**config.mk**
```make
export PLATFORM = sky130hd
export DESIGN_NAME = log_arith_sched
export DESIGN_NICKNAME = d
export VERILOG_FILES = /design/src/rtl/log_arith_pkg.sv /design/src/rtl/log_arith_unit.sv /design/src/rtl/log_arith_sched.sv
export SDC_FILE = /design/constraint.sdc
export NUM_CORES = 1
export LEC_CHECK = 0
export ABC_CLOCK_PERIOD_IN_PS = 3900
export CORE_MARGIN = 2
export CORE_UTILIZATION = 48
export CTS_BUF_LIST = sky130_fd_sc_hd__clkbuf_4 sky130_fd_sc_hd__clkbuf_8
export CTS_CLUSTER_DIAMETER = 30
export DETAILED_ROUTE_END_ITERATION = 6
export HOLD_SLACK_MARGIN = 0.02
export PLACE_DENSITY = 0.92
export SLEW_MARGIN = 25
export SYNTH_ARGS = -nofsm -noshare
export SYNTH_HDL_FRONTEND = slang
export SYNTH_SLANG_ARGS = --single-unit
```
**constraint.sdc**
```tcl
create_clock -name clk -period 3.9 [get_ports clk]
set_input_delay 0.78 -clock clk [delete_from_list [all_inputs] [get_ports clk]]
set_output_delay 0.78 -clock clk [all_outputs]
set_load 0.005 [all_outputs]
```
**src/rtl/log_arith_pkg.sv**
```systemverilog
// rtl/log_arith_pkg.sv - shared constants, state encodings and round-robin helpers
package log_arith_pkg;
   localparam int W_DEF  = 8;
   localparam int RR_MAX = 32;
   localparam int RR_IDW = 5;

   localparam logic [1:0] S_IDLE = 2'd0;
   localparam logic [1:0] S_CALC = 2'd1;
   localparam logic [1:0] S_RESP = 2'd2;

   function automatic int id_width(input int n);
      return (n <= 2) ? 1 : $clog2(n);
   endfunction

   // First valid index at or after ptr, wrapping at n; n must not exceed RR_MAX.
   function automatic logic [RR_IDW-1:0] rr_pick(input logic [RR_MAX-1:0] valid,
                                                 input logic [RR_IDW-1:0] ptr,
                                                 input int n);
      logic [RR_IDW-1:0] pick;
      logic              found;
      logic [31:0]       idx;
      pick  = '0;
      found = 1'b0;
      for (int k = 0; k < RR_MAX; k++) begin
         idx = 32'(ptr) + 32'(k);
         if (idx >= 32'(n)) idx = idx - 32'(n);
         if (!found && (k < n) && valid[idx[RR_IDW-1:0]]) begin
            pick  = idx[RR_IDW-1:0];
            found = 1'b1;
         end
      end
      return pick;
   endfunction
endpackage

```
**src/rtl/log_arith_unit.sv**
```systemverilog
// rtl/log_arith_unit.sv - combinational logic/arithmetic unit, all results modulo 2^W
module log_arith_unit #(
   parameter int W = 8
) (
   input  logic [W-1:0] a,
   input  logic [W-1:0] b,
   input  logic [W-1:0] c,
   output logic [W-1:0] w,
   output logic [W-1:0] x,
   output logic [W-1:0] y,
   output logic [W-1:0] z
);
   logic [W-1:0] w_sum_bc;
   logic [W-1:0] w_and_ac;
   logic [W-1:0] w_not_a;
   logic [W-1:0] w_sum_nac;

   assign w_sum_bc  = b + c;
   assign w_and_ac  = a & c;
   assign w_not_a   = ~a;
   assign w_sum_nac = w_not_a + c;

   assign w = w_sum_bc | a;
   assign x = w_and_ac + b;
   assign y = w_sum_nac & b;
   assign z = (b | c) & a;
endmodule

```
**src/rtl/log_arith_sched.sv**
```systemverilog
// rtl/log_arith_sched.sv - round-robin scheduler sharing one log_arith_unit among N_REQ requesters
module log_arith_sched
   import log_arith_pkg::*;
#(
   parameter int N_REQ = 4,
   parameter int W     = W_DEF,
   localparam int IDW  = id_width(N_REQ)
) (
   input  logic               clk,
   input  logic               rst_n,
   input  logic [N_REQ-1:0]   req_valid,
   output logic [N_REQ-1:0]   req_ready,
   input  logic [N_REQ*W-1:0] req_a,
   input  logic [N_REQ*W-1:0] req_b,
   input  logic [N_REQ*W-1:0] req_c,
   output logic               rsp_valid,
   input  logic               rsp_ready,
   output logic [IDW-1:0]     rsp_id,
   output logic [W-1:0]       rsp_w,
   output logic [W-1:0]       rsp_x,
   output logic [W-1:0]       rsp_y,
   output logic [W-1:0]       rsp_z,
   output logic               busy
);
   logic [1:0]       r_state;
   logic [IDW-1:0]   r_rr_ptr;
   logic [IDW-1:0]   r_gnt_id;
   logic [W-1:0]     r_a, r_b, r_c;
   logic [IDW-1:0]   r_rsp_id;
   logic [W-1:0]     r_w, r_x, r_y, r_z;

   logic             w_grant;
   logic [IDW-1:0]   w_pick;
   logic [N_REQ-1:0] w_req_ready;
   logic [W-1:0]     w_u_w, w_u_x, w_u_y, w_u_z;

   always_comb begin
      w_pick = IDW'(rr_pick(RR_MAX'(req_valid), RR_IDW'(r_rr_ptr), N_REQ));
   end

   // Reset gates the grant so a held-valid requester is never acknowledged while rst_n is low.
   assign w_grant = rst_n && (r_state == S_IDLE) && (|req_valid);

   always_comb begin
      w_req_ready = '0;
      if (w_grant) w_req_ready[w_pick] = 1'b1;
   end

   assign req_ready = w_req_ready;

   log_arith_unit #(.W(W)) u_unit (
      .a (r_a),
      .b (r_b),
      .c (r_c),
      .w (w_u_w),
      .x (w_u_x),
      .y (w_u_y),
      .z (w_u_z)
   );

   always_ff @(posedge clk or negedge rst_n) begin
      if (!rst_n) begin
         r_state  <= S_IDLE;
         r_rr_ptr <= '0;
         r_gnt_id <= '0;
         r_a      <= '0;
         r_b      <= '0;
         r_c      <= '0;
         r_rsp_id <= '0;
         r_w      <= '0;
         r_x      <= '0;
         r_y      <= '0;
         r_z      <= '0;
      end else begin
         case (r_state)
            S_IDLE: begin
               if (w_grant) begin
                  r_a      <= req_a[w_pick*W +: W];
                  r_b      <= req_b[w_pick*W +: W];
                  r_c      <= req_c[w_pick*W +: W];
                  r_gnt_id <= w_pick;
                  r_state  <= S_CALC;
               end
            end
            S_CALC: begin
               r_w      <= w_u_w;
               r_x      <= w_u_x;
               r_y      <= w_u_y;
               r_z      <= w_u_z;
               r_rsp_id <= r_gnt_id;
               r_rr_ptr <= (r_gnt_id == IDW'(N_REQ - 1)) ? '0 : r_gnt_id + 1'b1;
               r_state  <= S_RESP;
            end
            S_RESP: begin
               if (rsp_ready) r_state <= S_IDLE;
            end
            default: r_state <= S_IDLE;
         endcase
      end
   end

   assign rsp_valid = (r_state == S_RESP);
   assign rsp_id    = r_rsp_id;
   assign rsp_w     = r_w;
   assign rsp_x     = r_x;
   assign rsp_y     = r_y;
   assign rsp_z     = r_z;
   assign busy      = (r_state != S_IDLE);
endmodule

```
Figure 1. Metal 4 (run 1).
The bar under the picture is 20 microns long.
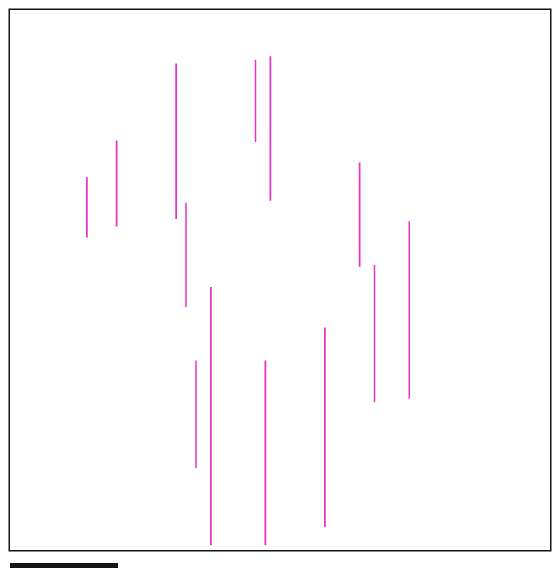
- share of all routed wire: 2.9%
- wire length on this layer: 331 microns
- longest straight run: 47.6 microns
total number of vias: 3877
Post-Route WL: 11500 microns

Figure 2. Selected gate families (run 1).
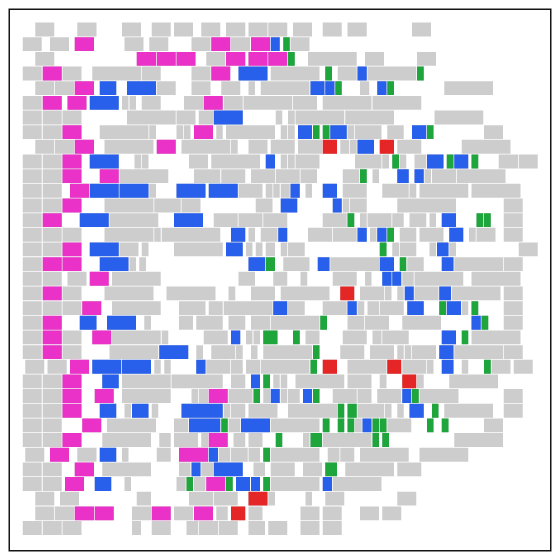
- green: NAND gates (cells 54)
- blue: inverting AOI/OAI gates (cells 83)
- magenta: multiplexers (cells 53)
- red: AND-OR and OR-AND gates (cells 8)

==> out/qor.rpt, run 1 <==
================================================================================
Cell count after placement                                                   692
Instance area at placement                                            5940 sq um
Main kind of combinational logic by area                            AND-OR/OR-AND gates
Worst-case register-to-register setup slack                              0.96 ns
Clock-cell share                                                           3.63%
Area share of buffers outside the clock network                            24.3%
Multi-Input Combinational                                                    330
Worst path top cell family by delay                                 simple AND/OR/NAND/NOR gates
CP Data Required Time                                                    3.12 ns
Mean instance size in the synthesized netlist                         9.80 sq um
Number of antenna violations at the first check in global routing              0
Type of the tightest min-delay check                                flip-flop to flip-flop
Die height                                                           100 microns
Crit-path slowest cell                                              clkdlybuf4s50_1
Hold Slack                                                              0.476 ns
Synth Area in Adders                                                       13.2%
Clock transition at the registers of the reported paths                  0.07 ns
Yosys xor share                                                            2.96%
End point of the critical path                                      req_ready[1]
Max Slew Vio Count                                                             0
Violation count after the first detailed-route iteration                     221
Drc violations                                                                 0
Final layout net count                                                       742
Count of yosys warnings during synthesis                                       0
Clk power                                                               0.652 mW
Number of max-capacitance violations reported                                  0
Via density                                                                 5.46
Biggest power consumer among the groups                             combinational logic
Core area                                                             9110 sq um
Leading cell types by total area after synthesis                    dfrtp_1, ha_1, mux2i_1, a221oi_2, nand2_1
Tap cells                                                                    111
Footprint of the multi-input gates                                    2590 sq um
Outcome                                                                completed
Number of hold buffers added after CTS                                         0
Routability Congestion                                                     0.881
Most utilized layer in the global route result                              met2
Worst-margin pin slew                                                   0.790 ns
Proportion of layout cells with a drive suffix above 1                     9.52%
Top routing layer used                                                      met4
Total of plain and repair buffers excluding clock buffers                    153
Launch point of the critical path                                    r_rr_ptr[1]
Number of iterations in the first detailed-routing pass                        4
Overall power consumption                                                5.22 mW
M1 WL                                                               4970 microns
================================================================================
Figure 3. Congestion heat map (run 1).
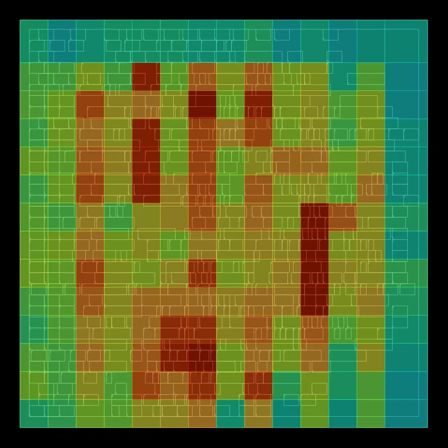
GRT met2 Usage: 38.9%
global routing usage on met1: 31.0%
utilization after layout: 68.1%
met3 Use GR: 3.83%
total track usage: 23.6%

Figure 4. Signal wires by layer (run 1).
Two of the layers only.
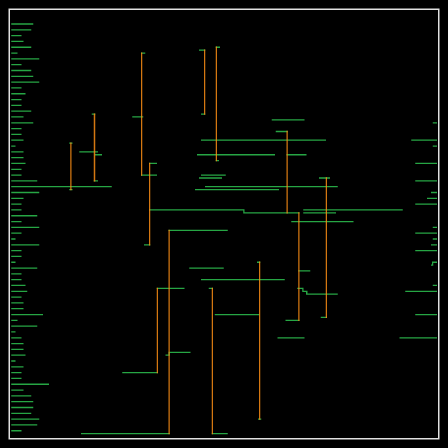
- orange: met4 (wire length 331 microns)
- green: met3 (wire length 655 microns)

==> inputs of run 2 (changes only) <==
--- a/config.mk
+++ b/config.mk
@@ -7,12 +7,12 @@
 export LEC_CHECK = 0
 export ABC_CLOCK_PERIOD_IN_PS = 3900
 export CORE_MARGIN = 2
-export CORE_UTILIZATION = 48
+export CORE_UTILIZATION = 45
 export CTS_BUF_LIST = sky130_fd_sc_hd__clkbuf_4 sky130_fd_sc_hd__clkbuf_8
 export CTS_CLUSTER_DIAMETER = 30
 export DETAILED_ROUTE_END_ITERATION = 6
 export HOLD_SLACK_MARGIN = 0.02
-export PLACE_DENSITY = 0.92
+export PLACE_DENSITY = 0.87
 export SLEW_MARGIN = 25
 export SYNTH_ARGS = -nofsm -noshare
 export SYNTH_HDL_FRONTEND = slang
Figure 5. Signal wires by layer (run 2).
Two of the layers only.
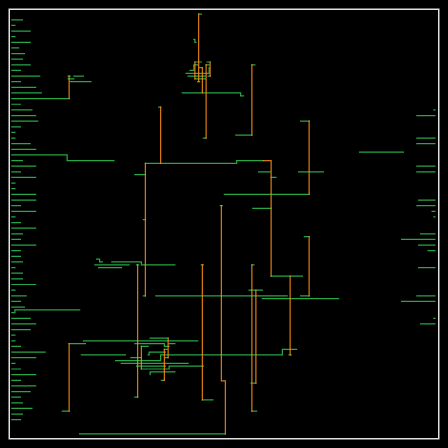
Post-Route WL: 11600 microns
total track usage: 22.5%

Figure 6. Sizing map (run 2).
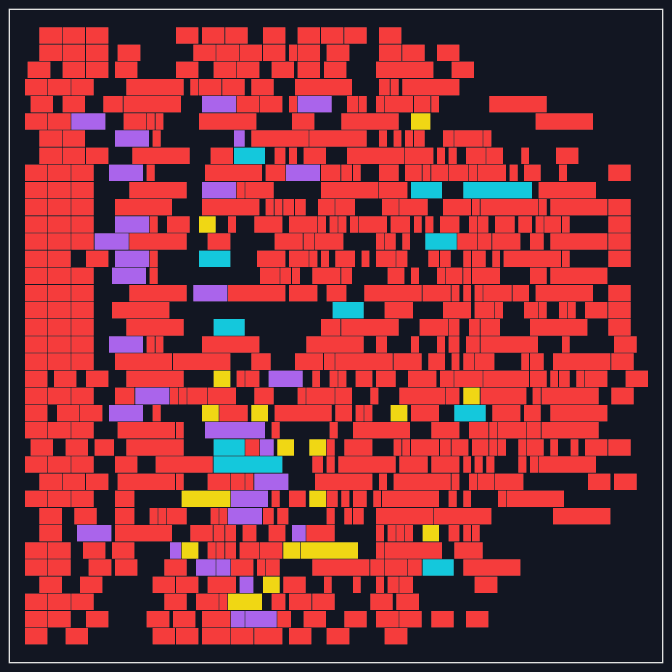
- purple: drive 2 (cells 30; share 5.0%)
- red: drive 1 or less (cells 540; share 90%)
- yellow: drive 3 to 4 (cells 17; share 2.8%)
- cyan: drive 6 and up (cells 11; share 1.8%)
total of plain and repair buffers excluding clock buffers: 152
Final Worst Setup Slack: 0.126 ns
area of all placed cells without fillers: 6240 sq um
area added between synthesis and finish: 40.4%

==> out/qor.rpt, run 2 <==
=================================================================================
Outcome                                                                 completed
Clk power                                                                0.632 mW   -3.1%
Clock transition at the registers of the reported paths                   0.08 ns   about the same
Routability Congestion                                                      0.864   -2.0%
Tap cells                                                                     133   +20%
CTS tree                                                                      yes
Power density over cell area                                          833 nW/um^2
Synth Area in Adders                                                        13.2%   unchanged
Leading cell types by total area after synthesis                     dfrtp_1, ha_1, mux2i_1, a221oi_2, nand2_1
Max Slew Vio Count                                                              0   unchanged
End point of the critical path                                       req_ready[3]
Top routing layer used                                                       met4
Number of hold buffers added after CTS                                          0   unchanged
FP Util                                                                     45.9%
Post-route fraction of the period consumed by the critical path             96.8%
Crit path buffers/inverters                                                     2
Switching Fraction                                                          43.7%
Cell count after placement                                                    715   +3.3%
Proportion of layout cells with a drive suffix above 1                      9.70%   +0.18 points
Cell at the root of the clock tree                                       clkbuf_8
Maximum number of buffers from clock root to sink                               2
Yosys xor share                                                             2.96%   unchanged
Multi-Input Combinational                                                     330   unchanged
Main kind of combinational logic by area                             AND-OR/OR-AND gates
Number of input and output port buffers inserted                              142
Worst-case register-to-register setup slack                               0.96 ns   about the same
CP Data Required Time                                                     3.12 ns   about the same
Biggest power consumer among the groups                              combinational logic
M1 WL                                                                5040 microns   +1.4%
Number of iterations in the first detailed-routing pass                         4   unchanged
Internal power of the cells                                               2.93 mW
Count of yosys warnings during synthesis                                        0   unchanged
Most frequent CP cell                                                      nor3_1
Critical Path Source Type                                               flip-flop
Area share of buffers outside the clock network                             24.1%   -0.22 points
Post_cts resized                                                                3
Drc violations                                                                  0   unchanged
Number of cells on the critical path                                            8
Type of the tightest min-delay check                                 flip-flop to flip-flop
Number of clock sinks                                                          64
Footprint of the multi-input gates                                     2610 sq um   +0.68%
Final layout net count                                                        741   -0.13%
Chip width                                                            103 microns
Total number of vias                                                         3949   +1.9%
Crit-path slowest cell                                               clkdlybuf4s50_1
Launch point of the critical path                                     r_rr_ptr[0]
Source-to-sink clock delay at the later pin of the worst-skew pair        0.34 ns
Instance area at placement                                             5980 sq um   +0.59%
Mean instance size in the synthesized netlist                          9.80 sq um   unchanged
Via density                                                                  5.40   -1.1%
Number of max-capacitance violations reported                                   0   unchanged
Number of antenna violations at the first check in global routing               0   unchanged
Violation count after the first detailed-route iteration                      135   -39%
Worst-margin pin slew                                                    0.792 ns   +0.00152 ns
Worst path top cell family by delay                                  simple AND/OR/NAND/NOR gates
Die height                                                            103 microns   +3.1%
Number of synthesized register bits                                            64
Core area                                                              9680 sq um   +6.3%
Clock-cell share                                                            3.53%   -0.10 points
=================================================================================
Figure 7. Congestion heat map (run 2).
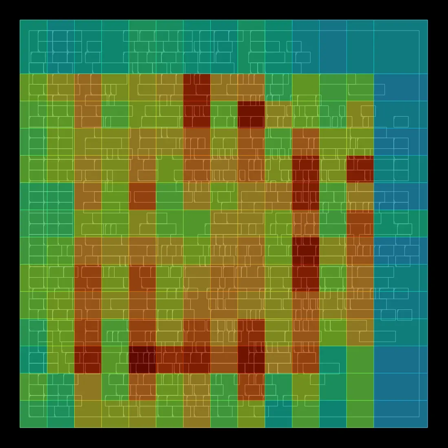
most utilized layer in the global route result: met2
utilization after layout: 64.4%
met3 Use GR: 4.23%
GRT met2 Usage: 36.3%
global routing usage on met1: 29.0%

Power figures rest on the tool's default switching activity, not on a simulated workload.
